`config.mk`:
```
export PLATFORM = sky130hd
export DESIGN_NAME = trap_ctrl
export DESIGN_NICKNAME = d
export VERILOG_FILES = /design/src/rtl/trap_ctrl.sv
export SDC_FILE = /design/constraint.sdc
export NUM_CORES = 1
export LEC_CHECK = 0
export CORE_MARGIN = 3
export CORE_UTILIZATION = 48
export DETAILED_ROUTE_END_ITERATION = 12
export GPL_ROUTABILITY_DRIVEN = 0
export PLACE_DENSITY_LB_ADDON = 0.12
export SETUP_SLACK_MARGIN = 0.3
export SYNTH_ARGS = -nofsm -noshare
export SYNTH_HDL_FRONTEND = slang
export SYNTH_SLANG_ARGS = --single-unit
```
`constraint.sdc`:
```
create_clock -name clk -period 4.5 [get_ports clk]
set_input_delay 0.9 -clock clk [delete_from_list [all_inputs] [get_ports clk]]
set_output_delay 0.9 -clock clk [all_outputs]
set_load 0.02 [all_outputs]
```
`src/rtl/trap_ctrl.sv`:
```
// trap_ctrl: sequences exceptions and UART interrupts through drain, CSR capture,
// handler and mret return.
module trap_ctrl (
  input  logic        clk,
  input  logic        Rst,
  input  logic        ecall,
  input  logic        stack_mismatch,
  input  logic        uart_IRQ,
  input  logic        mret,
  input  logic        pipe_idle,
  input  logic [31:0] IF_ID_pres_addr,
  input  logic [31:0] mtvec,
  input  logic [31:0] mepc,
  input  logic        mstatus_mie,
  input  logic        mie_meie,
  output logic        trigger_trap,
  output logic [31:0] trap_mepc,
  output logic [31:0] trap_mcause,
  output logic        stall,
  output logic        redirect,
  output logic [31:0] redirect_pc,
  output logic        trapping,
  output logic        double_fault
);
  typedef enum logic [2:0] {IDLE, DRAIN, TRAP, HANDLER, RETURN} state_t;
  localparam logic [31:0] CAUSE_SM   = 32'h0000_0018;
  localparam logic [31:0] CAUSE_EC   = 32'h0000_000B;
  localparam logic [31:0] CAUSE_UART = 32'h8000_000B;
  state_t      state;
  logic        ec_pend, sm_pend;
  logic [31:0] cap_cause, cap_pc;
  logic        irq, ec_any, sm_any, latch_ok;
  logic [31:0] sel_cause, vec_pc;
  always_comb begin
    irq       = uart_IRQ & mstatus_mie & mie_meie;
    ec_any    = ec_pend | ecall;
    sm_any    = sm_pend | stack_mismatch;
    sel_cause = sm_any ? CAUSE_SM : ec_any ? CAUSE_EC : CAUSE_UART;
    latch_ok  = state != HANDLER;
    // vectored mode offsets only interrupts, by 4*cause
    vec_pc    = {mtvec[31:2], 2'b00} +
                ((cap_cause[31] && mtvec[1:0] == 2'b01) ? {25'd0, cap_cause[4:0], 2'b00} : 32'd0);
  end
  always_ff @(posedge clk or negedge Rst) begin
    if (!Rst) begin
      state        <= IDLE;
      ec_pend      <= 1'b0;
      sm_pend      <= 1'b0;
      cap_cause    <= '0;
      cap_pc       <= '0;
      trigger_trap <= 1'b0;
      trap_mepc    <= '0;
      trap_mcause  <= '0;
      stall        <= 1'b0;
      redirect     <= 1'b0;
      redirect_pc  <= '0;
      trapping     <= 1'b0;
      double_fault <= 1'b0;
    end else begin
      trigger_trap <= 1'b0;
      redirect     <= 1'b0;
      if (latch_ok && ecall) ec_pend <= 1'b1;
      if (latch_ok && stack_mismatch) sm_pend <= 1'b1;
      case (state)
        IDLE: if (sm_any || ec_any || irq) begin
          state     <= DRAIN;
          cap_cause <= sel_cause;
          cap_pc    <= IF_ID_pres_addr;
          stall     <= 1'b1;
        end
        DRAIN: if (pipe_idle) begin
          state        <= TRAP;
          trigger_trap <= 1'b1;
          redirect     <= 1'b1;
          redirect_pc  <= vec_pc;
          trap_mepc    <= cap_pc;
          trap_mcause  <= cap_cause;
        end
        TRAP: begin
          state    <= HANDLER;
          stall    <= 1'b0;
          trapping <= 1'b1;
          // a fresh pulse arriving while its own cause is serviced stays pending
          if (cap_cause == CAUSE_SM) sm_pend <= stack_mismatch;
          if (cap_cause == CAUSE_EC) ec_pend <= ecall;
        end
        HANDLER: begin
          if (ecall || stack_mismatch) double_fault <= 1'b1;
          if (mret) begin
            state       <= RETURN;
            redirect    <= 1'b1;
            redirect_pc <= mepc;
          end
        end
        RETURN: begin
          state    <= IDLE;
          trapping <= 1'b0;
        end
        default: state <= IDLE;
      endcase
    end
  end
endmodule

```
==> flow_metrics.py <==
# Generated from Yosys and OpenROAD reports
metrics = {
    "die": {
        "fp_util": 0.503,
        "die_area_um2": 12900,
        "core_area_um2": 11100,
        "die_y_um": 114,
        "row_count": 38,
    },
    "synth": {
        "aoi_share": 0.0918,
        "synth.avg_cell_area_um2": 10.0,
        "top_cell_area_share": 0.512,
        "top_cells_by_count": "nand2_1 (138), dfrtp_1 (114), mux2_4 (29), buf_4 (28), nand3_1 (27)",
        "async_reset_ff_frac": 1.00,
        "synth_area_leader_cell": "dfrtp_1",
        "synth_seq_share": 0.512,
        "ys_cells": 555,
        "xor_share": 0.0440,
        "ys.flops": 114,
        "yosysUniqueCellTypes": 51,
        "syn_inst": 555,
        "mux_share": 0.0880,
        "yosysMostFrequentCell": "nand2_1",
        "netlist_area_um2": 5570,
        "flop_cell": "dfrtp_1",
        "synth-adder-area-share": 0.00674,
    },
    "status": {
        "status": "completed",
    },
    "power_and_ir_drop": {
        "p_sw_frac": 0.373,
        "clock_net_power_mw": 1.21,
        "p_clk_frac": 0.218,
        "p_int_mw": 3.49,
        "pwr-share-seq": 0.330,
    },
    "clock_network": {
        "ctsLongestPathBuffers": 2,
        "postCtsSetupBuffers": 0,
        "root_buffer": "clkbuf_16",
        "cts_buffers": 17,
        "cts_tree": "yes",
        "hold_buffers": 0,
    },
    "layout": {
        "flop_area_um2": 2850,
        "sh_comb_area": 0.310,
        "top_regs": "cap_pc x32, redirect_pc x32, trap_mepc x32",
        "nNonClkInverters": 8,
        "buffers_excl_clock": 184,
        "fillers": 872,
        "final_util": 0.709,
        "flops": 114,
        "seq_area_frac": 0.363,
        "final-nonclk-buf-share": 0.232,
        "clkCellAreaFrac": 0.0686,
        "area_delta_synth_final_pct": 41.0,
        "mi_logic_area_um2": 2430,
    },
    "timing": {
        "fin_crit_ns": 2.99,
        "rsz0062_at_grt": "false",
        "max_slew_margin": 0.226,
        "slew_viol_final": 0,
        "worstMarginPinSlew_ns": 1.16,
        "worst_clock_skew_ns": 0.00593,
        "holdWs_ns": 0.460,
    },
    "detailed_routing": {
        "ant_nets": 0,
        "top_layer_used": "met4",
        "drt-total-wl_um": 15400,
        "dr_wl_met3_um": 1210,
        "drt_iter0_drc": 441,
    },
    "worst_setup_path": {
        "worst_r2r_startpoint": "state[0]",
        "worst-path-stages": 9,
        "end_kind": "flop",
        "reg2reg_slack_ns": 1.89,
        "ff2ff_path_depth": 5,
        "endpoint": "redirect_pc[16]",
        "worst-path-max-fanout": 11,
    },
    "hold_path": {
        "hold_depth": 2,
        "min_path_type": "reg -> reg",
    },
    "placed_design": {
        "placed_area_um2": 7320,
        "port_buffers": 178,
        "place_ws_ns": 1.15,
        "dp_cells": 847,
    },
    "global_routing": {
        "grt-ovfl-total": 0,
        "gr-max-usage-layer": "met2",
        "grt_pass1_wl_um": 24000,
        "antenna_found_initial": 0,
        "grtUsageMet1": 0.306,
    },
}
Fig. 1: the metal 1 layer
Supply wires on this layer in grey.
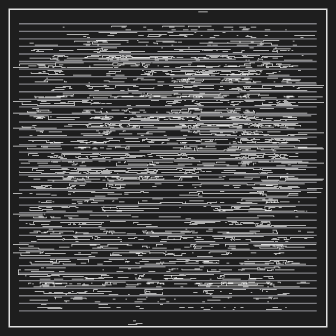
- longest straight run: 42.8 um
- wire length on this layer: 6,440 um
- nets with wire on the layer: 706

Fig. 2: met2 routing
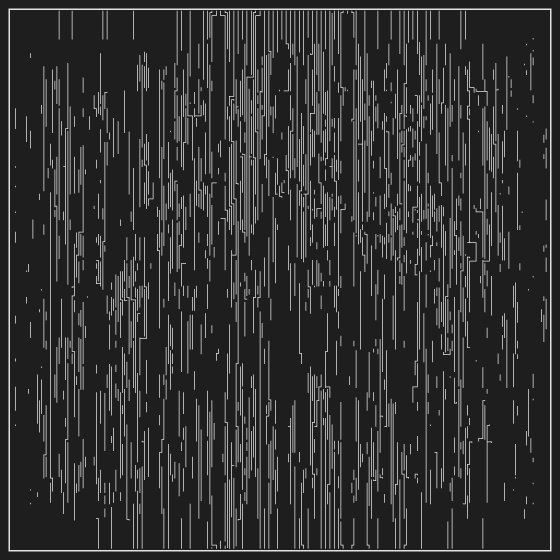
- wire length on this layer: 7,600 um
- longest straight run: 60.2 um
- main direction: vertical
- nets with wire on the layer: 743

Fig. 3: metal 3
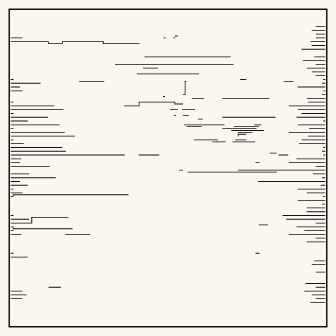
- share of all routed wire: 7.8%
- longest straight run: 42.3 um
- wire length on this layer: 1,210 um

Fig. 4: metal 4
Scale bar: 20 um. Supply wires on this layer in grey.
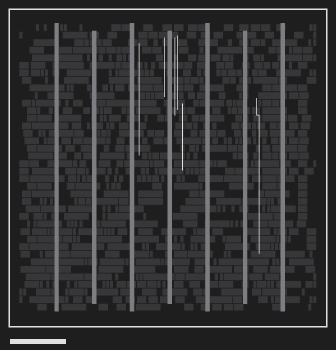
- share of all routed wire: 1.3%
- wire length on this layer: 196 um
- nets with wire on the layer: 5
- longest straight run: 49.7 um

Power figures rest on the tool's default switching activity, not on a simulated workload.
